run_1/final_placement.png
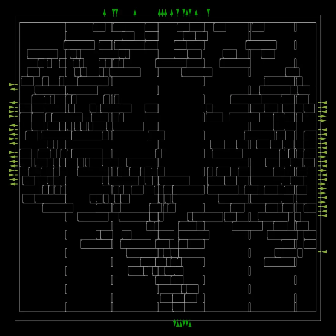
run_1/pdn.png
Drawn at 4 px/um. Pins as bars on the die edge.
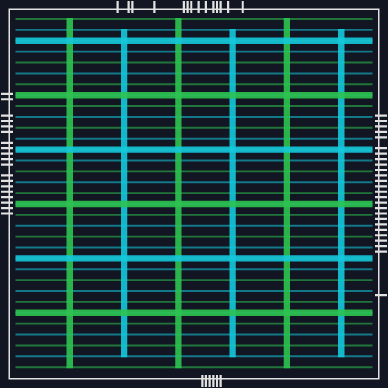
run_1/clock_map.png
Drawn at 6 px/um.
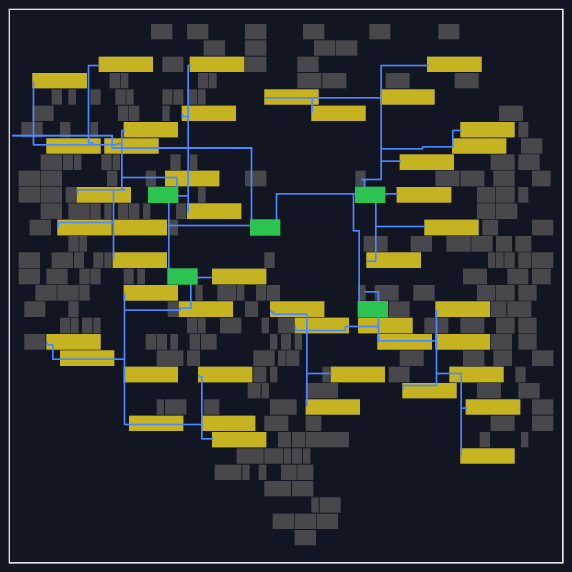
### src/rtl/alu_request_sequencer.sv
`timescale 1ns/1ps
// Host-facing request/response front-end for the add/sub/mul/div control unit.
// Optional macro DIV_ZERO_CHECK_EN answers divide-by-zero locally without starting the unit.
module alu_request_sequencer #(
  parameter int WIDTH          = 8,
  parameter int TIMEOUT_CYCLES = 64
) (
  input  logic               clk,
  input  logic               reset,
  input  logic               req_valid,
  output logic               req_ready,
  input  logic [1:0]         req_op,
  input  logic [WIDTH-1:0]   req_x,
  input  logic [WIDTH-1:0]   req_y,
  output logic               begin_sig,
  output logic [1:0]         op,
  input  logic               ld_x,
  input  logic               ld_y,
  output logic [WIDTH-1:0]   inbus,
  input  logic [WIDTH-1:0]   outbus,
  input  logic               res_ld_hi,
  input  logic               res_ld_lo,
  input  logic               end_sig,
  output logic               rsp_valid,
  input  logic               rsp_ready,
  output logic [2*WIDTH-1:0] rsp_data,
  output logic               rsp_err
);

  localparam logic [1:0] IDLE  = 2'd0;
  localparam logic [1:0] START = 2'd1;
  localparam logic [1:0] BUSY  = 2'd2;
  localparam logic [1:0] RESP  = 2'd3;

  localparam int             WD_W    = $clog2(TIMEOUT_CYCLES) + 1;
  localparam logic [WD_W-1:0] WD_LAST = WD_W'(TIMEOUT_CYCLES - 1);

  logic [1:0]       state;
  logic [WIDTH-1:0] x_reg, y_reg, hi_reg, lo_reg;
  logic [WD_W-1:0]  watchdog;
  logic             accept, div_zero, capture;

  assign req_ready = (state == IDLE);
  assign rsp_valid = (state == RESP);
  assign rsp_data  = {hi_reg, lo_reg};
  assign accept    = req_valid & req_ready;
  assign capture   = (state == START) || (state == BUSY);

`ifdef DIV_ZERO_CHECK_EN
  assign div_zero = (req_op == 2'b11) && (req_y == '0);
`else
  assign div_zero = 1'b0;
`endif

  always_comb begin
    inbus = '0;
    if (ld_x)      inbus = x_reg;
    else if (ld_y) inbus = y_reg;
  end

  always_ff @(posedge clk or negedge reset) begin
    if (!reset) begin
      state     <= IDLE;
      begin_sig <= 1'b0;
      op        <= '0;
      x_reg     <= '0;
      y_reg     <= '0;
      hi_reg    <= '0;
      lo_reg    <= '0;
      rsp_err   <= 1'b0;
      watchdog  <= '0;
    end else begin
      begin_sig <= 1'b0;
      if (capture) begin
        if (res_ld_hi) hi_reg <= outbus;
        if (res_ld_lo) lo_reg <= outbus;
      end
      // Timeout clearing below must come after capture so it wins in the same cycle.
      case (state)
        IDLE: if (accept) begin
          op      <= req_op;
          x_reg   <= req_x;
          y_reg   <= req_y;
          hi_reg  <= '0;
          lo_reg  <= '0;
          rsp_err <= 1'b0;
          if (div_zero) begin
            hi_reg  <= '1;
            lo_reg  <= '1;
            rsp_err <= 1'b1;
            state   <= RESP;
          end else begin
            begin_sig <= 1'b1;
            state     <= START;
          end
        end
        START: begin
          watchdog <= '0;
          state    <= BUSY;
        end
        BUSY: begin
          watchdog <= watchdog + WD_W'(1);
          if (end_sig) begin
            state <= RESP;
          end else if (watchdog == WD_LAST) begin
            state   <= RESP;
            rsp_err <= 1'b1;
            hi_reg  <= '0;
            lo_reg  <= '0;
          end
        end
        RESP: if (rsp_ready) state <= IDLE;
        default: state <= IDLE;
      endcase
    end
  end

endmodule

### config.mk
export PLATFORM = sky130hd
export DESIGN_NAME = alu_request_sequencer
export DESIGN_NICKNAME = d
export VERILOG_FILES = /design/src/rtl/alu_request_sequencer.sv
export SDC_FILE = /design/constraint.sdc
export NUM_CORES = 1
export LEC_CHECK = 0
export CORE_UTILIZATION = 25
export DETAILED_ROUTE_END_ITERATION = 7
export PLACE_DENSITY = 0.6
export RECOVER_POWER = 50
export REMOVE_ABC_BUFFERS = 1
export SYNTH_ARGS = -nofsm -noshare
export SYNTH_HDL_FRONTEND = slang
export SYNTH_SLANG_ARGS = --single-unit
### constraint.sdc
create_clock -name clk -period 2 [get_ports clk]
set_input_delay 0.4 -clock clk [delete_from_list [all_inputs] [get_ports clk]]
set_output_delay 0.4 -clock clk [all_outputs]
set_load 0.005 [all_outputs]
==> git commit body, run 1 <==
Add synthesis and place-and-route results

* Kind of start point of the critical path: input pin
- In this run the most used layer during global routing was met2.
- Data arrival time at the worst-slack endpoint: 1.53 ns
* Comb group: 0.00174 W
- Worst setup timing slack at the placement stage: -0.191 ns
- Routed length on met2: 2.07 mm
- Synth Register Bits: 45
* Uppermost routed layer: met3
* Kind of cell with the highest combined delay on the critical path: buffers and inverters
* Class of the tightest hold or removal check: input pin to async pin
* Worst setup startpoint: ld_y
* Vert. Die Dim: 92.0 um
* Power group with the largest share: combinational logic
- The number of antenna violations at the first check in global routing is 0.
- The tree is rooted in a clkbuf_8.
* Worst reg2reg path endpoint: state[1]
- Max Buffers Root-to-Sink: 2
- Worst setup path category: input pin to output port
- Final design instance area without fill: 2860 um2
* Sum of internal, switching and leakage power: 0.00373 W
* Critical register-to-register path startpoint: state[0]
* Detailed route wirelength on metal3: 293 um
- For flop-to-flop paths, the worst setup slack is 0.35 ns.
- Per the layout area report, the combinational gate area comes to 797 um2.
- Switch share: 34.6%
- Max-slew violations: 0
- Setup repair after global routing left no endpoint under its margin.
- Global routing consumed, over all layers together, 10.8% of the routing resources.
- In the CTS report, the clock slew at the register clock pins of the worst setup and hold paths is listed as 0.08 ns.
- In the routed design, unresolved DRC markers number 0.
* Slowest cell on the critical path: clkdlybuf4s50_1
* Number of routed nets with antenna violations: 0
- Placer congestion estimate: 0.716
* Met3 routing resource usage after global routing: 2.90%
* Share of the yosys chip area belonging to registers: 55.6%
- Detail-routed via count per cell: 4.50
* Max VDD drop: 0.457 mV
* Yosys chip area: 2030 um2
- TritonCTS Buffers: 5
- For reference, the top cells by area after synthesis are dfrtp_1 56%, mux2_2 11%, a21oi_1 4.7%.
- P&R area growth vs syn: 41.2%
- Sequential logic power: 0.00147 W
* Clock sink total: 45
* Sequential Area: 1130 um2
- Per the layout report, the design carries 785 filler cells.
- Synth Area in Compound Gates: 12.1%
- After synthesis, the design contains 184 cells according to Yosys.
- Yosys mapped a number of flops with a built-in enable equal to 0.
* TritonCTS clock tree: done
* Synth top area share: 55.6%
- The worst path meets setup with 0.0704 ns of slack.
- Top flip-flop cell by instance count after synthesis: dfrtp_1
* Buffering stage count on the worst path with inverters included: 3
- Simple-gate portion of the synthesized area: 12.8%
- For this run, the slowest stage of the critical path takes 0.41 ns.
- Derived from the worst setup path, the maximum achievable clock frequency is 518 MHz.
- CTS H-tree lvls: 2
- The final timing report lists a hold violation count of 0.
- Worst rel slew slack: 36.8%
- First-pass GRT wire length: 7.29 mm
- For this block, the via count after detailed routing is 1602.
- Once the clock tree was built, the resizer swapped 11 gates to a different size.
* Layout cells sized above 1: 15.7%
* Outcome: complete, no violations
* Post-Synth XOR/XNOR Area: 0.432%
* Met2 Use GR: 16.7%
- Number of top-level pins: 65
- Counting tap cells, the placed design contains a total of 345 instances.
- Portion of netlist area occupied by mux cells: 11.6%
* Max-capacitance violation count: 0
- Cell internal power was estimated by the tool at 0.00244 W.
- Drt wl/cell: 12.7 um
- Setup crit end kind: output port
- Maximum number of pins on one net before global-route repair: 43
- Top cell type by total area after synthesis: dfrtp_1
* Yosys warning total: 0
* Count of cell instances traversed by the critical path: 5
* Min Tclk post-route: 1.93 ns
- Most frequent cell after synthesis: dfrtp_1
- Total Routed Length: 4.52 mm
- Endpoint of the most critical setup path: inbus[7]
* Number of hold buffers added after CTS: 1
- Input/output buffers: 64
- Adder-cell share of the synthesized area: 2.47%
- Summing over the stages, the warning tally comes to 28.
- The pre-antenna-repair detailed-routing pass consisted of 5 iterations.
- Largest driver fanout on the critical path: 6
- HPWL Detailed: 3.23 mm
* Die Span X: 92.0 um
- By count the netlist is led by 45 x dfrtp_1, 25 x nand2_1, 19 x a21oi_1, 19 x mux2_2, 17 x nand3_1.
* Number of distinct standard cells referenced by the synthesized netlist: 32
- Worst-case hold slack: 0.455 ns
- M1 WL: 2.16 mm
- Post-layout period usage of the worst path: 96.5%
Notes on final_placement.png above:
number of tap cells added at floorplan: 102
area of the core: 7770 um2
number of core rows: 32
post-route insts no fill: 356

Notes on pdn.png above:
[green] VSS
[cyan] VDD
met1 rails: 33
signal pins: 65
rows: 32
met5 straps: 6

Notes on clock_map.png above:
[blue] clock wires | length: 535 um
[yellow] flip-flops | count: 45
[green] cells driving clock nets | count: 5
routed clock nets: 6
insertion delay at the late pin of the worst-skew pair: 0.29 ns
final worst clock skew: 0.0111 ns
clock share of power: 14.0%

[run 1: cell usage in the layout, fill, tap and decap left out, types with 2 or more instances in the layout]
cell type	Yosys	layout
mux2i_1	2	2
clkbuf_2	1	3
dlygate4sd2_1	0	5
o21ai_0	5	5
mux2_2	19	19
clkinv_2	0	2
nand3_1	17	17
clkdlybuf4s50_1	0	55
clkbuf_1	2	2
a22o_1	7	7
inv_1	9	9
ha_1	4	4
nand2_1	25	25
nor2_1	3	3
dfrtp_1	45	45
a21oi_1	19	19
o22ai_1	2	2
buf_4	0	6
nor2b_1	3	3
clkbuf_8	0	5
[run 1: layout make-up]
class,instances,area share [%]
Timing Repair Buffer,73,24.2
Multi-Input combinational cell,119,27.9
Clock inverter,2,0.350
Tap cell,102,4.46
Clock buffer,6,2.54
Sequential cell,45,39.4
Inverter,9,1.18
--- run 2 (diff from run 1) ---
- REMOVE_ABC_BUFFERS: 1 -> not set
run_2/cell_classes.png
Drawn at 3 px/um. Fill, decap, tap and diode cells in gray.
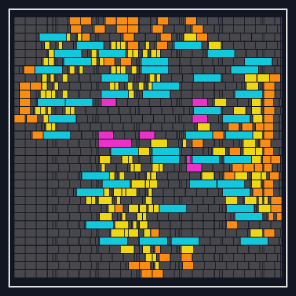
[yellow] all other logic | cells: 128 | share of their area: 30%
[orange] other buffers and delay cells | cells: 73 | share of their area: 25%
[cyan] flip-flops | cells: 45 | share of their area: 41%
[magenta] clock drivers and dummy loads | cells: 8 | share of their area: 4.2%

run_2/clock_map.png
Drawn at 6 px/um.
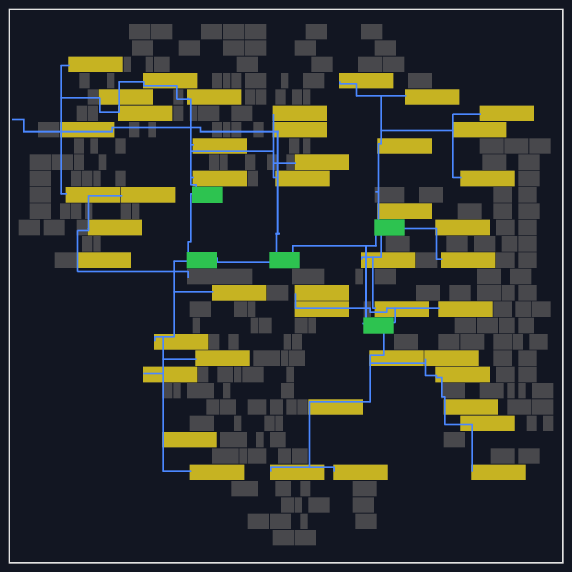
[blue] clock wires | length: 555 um
[yellow] flip-flops | count: 45
[green] cells driving clock nets | count: 5
routed clock nets: 6
flops lie: all over the die

==> run 2 against run 1 <==
Against the previous run:
- count of clock-buffer cells in the layout grew 1
- first-iteration DRC count fell by 38%
- via count fell by 0.81%
- largest power group unchanged
- synthesized cell count did not move
- sequential power is essentially flat
- final area increased by 0.92%
- clock power increased by 33%
- non-clock buffer count is the same
- global-route usage decreased by 0.067 points
- sequential cell count unchanged
- final cell count did not move
- combinational power barely moved
==> git commit body, run 2 <==
Add synthesis and place-and-route results

- Summed negative setup slack over all endpoints: 0 ns
- Hold timing on the final database bottoms out at a slack of 0.397 ns.
- P&R area growth vs syn: 42.5%
* Register share of total power: 37.8%
- Of the synthesized area, sequential elements account for 55.6%.
* Number of top-level pins: 65
- The via count of the first global-routing pass is 1550.
- Top cells by area: dfrtp_1 56%, mux2_2 11%, a21oi_1 4.7%
- F_max: 526 MHz
* Adder-cell share of the synthesized area: 2.47%
- Insertion delay at the late pin of the worst-skew pair: 0.29 ns
* Post-synth top cells: 45 x dfrtp_1, 25 x nand2_1, 19 x a21oi_1, 19 x mux2_2, 17 x nand3_1
- Commonest non-fill, non-tap cell in the layout: clkdlybuf4s50_1
* Delay of the slowest cell on the worst path: 0.52 ns
- Area of the multi-input gates: 797 um2
- Measured on the finished design, the core utilization comes to 37.2%.
- Per STA, the worst path is made up of inv_1 -> ha_1 -> clkdlybuf4s50_1.
* Uppermost routed layer: met4
- PD cells: 1340 nW/um2
- HPWL Detailed: 3.16 mm
- In this design, the largest share of critical-path delay is due to buffers and inverters.
- Overall routing resource usage recorded by global route was 10.7%.
* Met3 routing resource usage after global routing: 2.82%
- Sequential logic power: 0.00146 W
- The worst register-to-register path has a setup slack of 0.34 ns.
- Routing resource usage on met2 recorded by global route was 17.5%.
- Min Tclk post-route: 1.90 ns
- After detailed routing, the wire length on met1 is 2.04 mm.
- Yosys printed 0 warnings.
* First-pass GRT wire length: 7.23 mm
- DRC errors left: 0
* Sum of internal, switching and leakage power: 0.00387 W
- Top cell type by total area after synthesis: dfrtp_1
- The horizontal die dimension reported for this design is 92.0 um.
* Placed cell count: 346
* Nets in the synthesized netlist: 223
- Top flip-flop cell by instance count after synthesis: dfrtp_1
- The share of synthesized area in the top cell type comes to 55.6%.
* Worst reg2reg path endpoint: state[1]
* Count of library flops with an enable pin: 0
- For reference, the final report shows the max-slew violation count at 0.
- In the setup report, the worst path falls into the class flop to output port.
- Simple-gate portion of the synthesized area: 12.8%
- Max Buffers Root-to-Sink: 2
* Switch share: 33.0%
* Layout cells sized above 1: 15.4%
- Setup crit end kind: output port
- The synthesized netlist has a Yosys-reported chip area of 2030 um2.
- The power report attributes to the clock group a share of 18.0%.
- Input/output buffers: 64
- Relative contribution of combinational cells to total power: 44.2%
- Detail-routed via count per cell: 4.46
- Synthesis produced a netlist whose cell count is 184.
- Entering global routing, the biggest net connects 46 pins.
- Number of endpoints with negative hold slack in the final report: 0
- Worst setup timing slack at the placement stage: -0.189 ns
- The floorplan step defined a die boundary enclosing 8470 um2.
- Most frequent cell after synthesis: dfrtp_1
* Tool Warnings: 28
- Number of core rows: 32
- Largest driver fanout on the critical path: 4
- Note that the worst hold path type here is input pin to async pin.
- Placer congestion estimate: 0.718
* Count of cell instances traversed by the critical path: 3
- Sequential Area: 1130 um2
* Drt wl/cell: 12.4 um
- The layout stage reports a final design area of 2890 um2.
* Via Count: 1589
- Synth Area in Compound Gates: 12.1%
- CTS H-tree lvls: 2
- Number of hold buffers added after CTS: 0
* Yosys cell count: 184
* Met1 Use GR: 14.1%
- Detailed route wirelength on metal3: 245 um
- Endpoint of the most critical setup path: req_ready
* Floorplan Utilization: 26.1%
- For reference, the critical path is launched at state[0].
- Vert. Die Dim: 92.0 um
- The cell area that synthesis handed to floorplanning was 2030 um2.
- Initial DRC count: 38
* Slowest cell on the critical path: clkdlybuf4s50_1
- Clock-pin transition on the worst setup and hold timing paths: 0.08 ns
- In the detailed route, the total length drawn on met2 is 2.09 mm.
* RSZ-0062 raised after global routing: false
- Final worst clock skew: 0.00551 ns
* Post-layout period usage of the worst path: 95.0%
* Kind of start point of the critical path: flop
- Setup fix buffers added after clock tree synthesis: 2
- Combinational cells consume a total of 0.00171 W.
* Static Leakage: 1.24 nW
- The gate-level netlist out of Yosys references 32 unique cell types.
* Highest-count cells in the layout ignoring fill and taps: 53 x clkdlybuf4s50_1, 45 x dfrtp_1, 25 x nand2_1
- Power group with the largest share: combinational logic
- Filler cells: 781
- Clock sink total: 45
- Of the post-synthesis cell area, the part taken by muxes is 11.6%.
* Number of routed nets with antenna violations: 0
* Mean instance size in the synthesized netlist: 11.0 um2
- Area of the core: 7770 um2
- Buffering stage count on the worst path with inverters included: 2
* Worst rel slew slack: 26.1%
- Data arrival time at the worst-slack endpoint: 1.50 ns
* Post-route insts no fill: 356
- For the worst reg-to-reg path, the startpoint reported by OpenROAD is state[0].
- Per the GRT log, the top usage layer is met2.
- Max-capacitance violation count: 0
* Worst path setup slack after routing: 0.0992 ns
- Initial antenna violation count: 0
- The synthesized netlist devotes 0.432% of its cell area to XOR and XNOR gates.
- Total Routed Length: 4.40 mm
* PostCTS Resize Cnt: 10
- Largest family of logic cells by area: simple AND/OR/NAND/NOR gates
- Cell internal power dissipation: 0.00259 W
- Looking at the VDD voltage map, the peak drop is 0.453 mV.
- Per the OpenROAD power report, switching power amounts to 0.00128 W.
- TritonCTS built the clock tree.
- Outcome: complete, no violations
* Total clock network power: 0.000696 W
* Synth Register Bits: 45
- The first detailed-routing pass ran for 4 iterations.
- Buffers inserted during clock tree synthesis total 5.
- Clock tree synthesis selected as its root buffer the cell clkbuf_8.
-- run 2: cell types whose count changed in the layout (fill, tap and decap cells not counted) --
cell / change
dlygate4sd2_1: +5
clkdlybuf4s50_1: -2
clkinv_2: -2
buf_12: -1
buf_4: +1
bufinv_16: +1
clkbuf_1: -1
clkbuf_2: -1
clkbuf_8: +1
dlygate4sd3_1: -1
-- run 2: final cells by class --
class | instances | area share (%)
clock buffers | 7 | 2.99
clock inverters | 1 | 1.04
inverters | 9 | 1.17
multi-input cells | 119 | 27.6
flip-flops and latches | 45 | 39.0
well taps | 102 | 4.42
repair buffers | 73 | 23.8
No activity file was given, so power comes from the tool's default toggle rates.
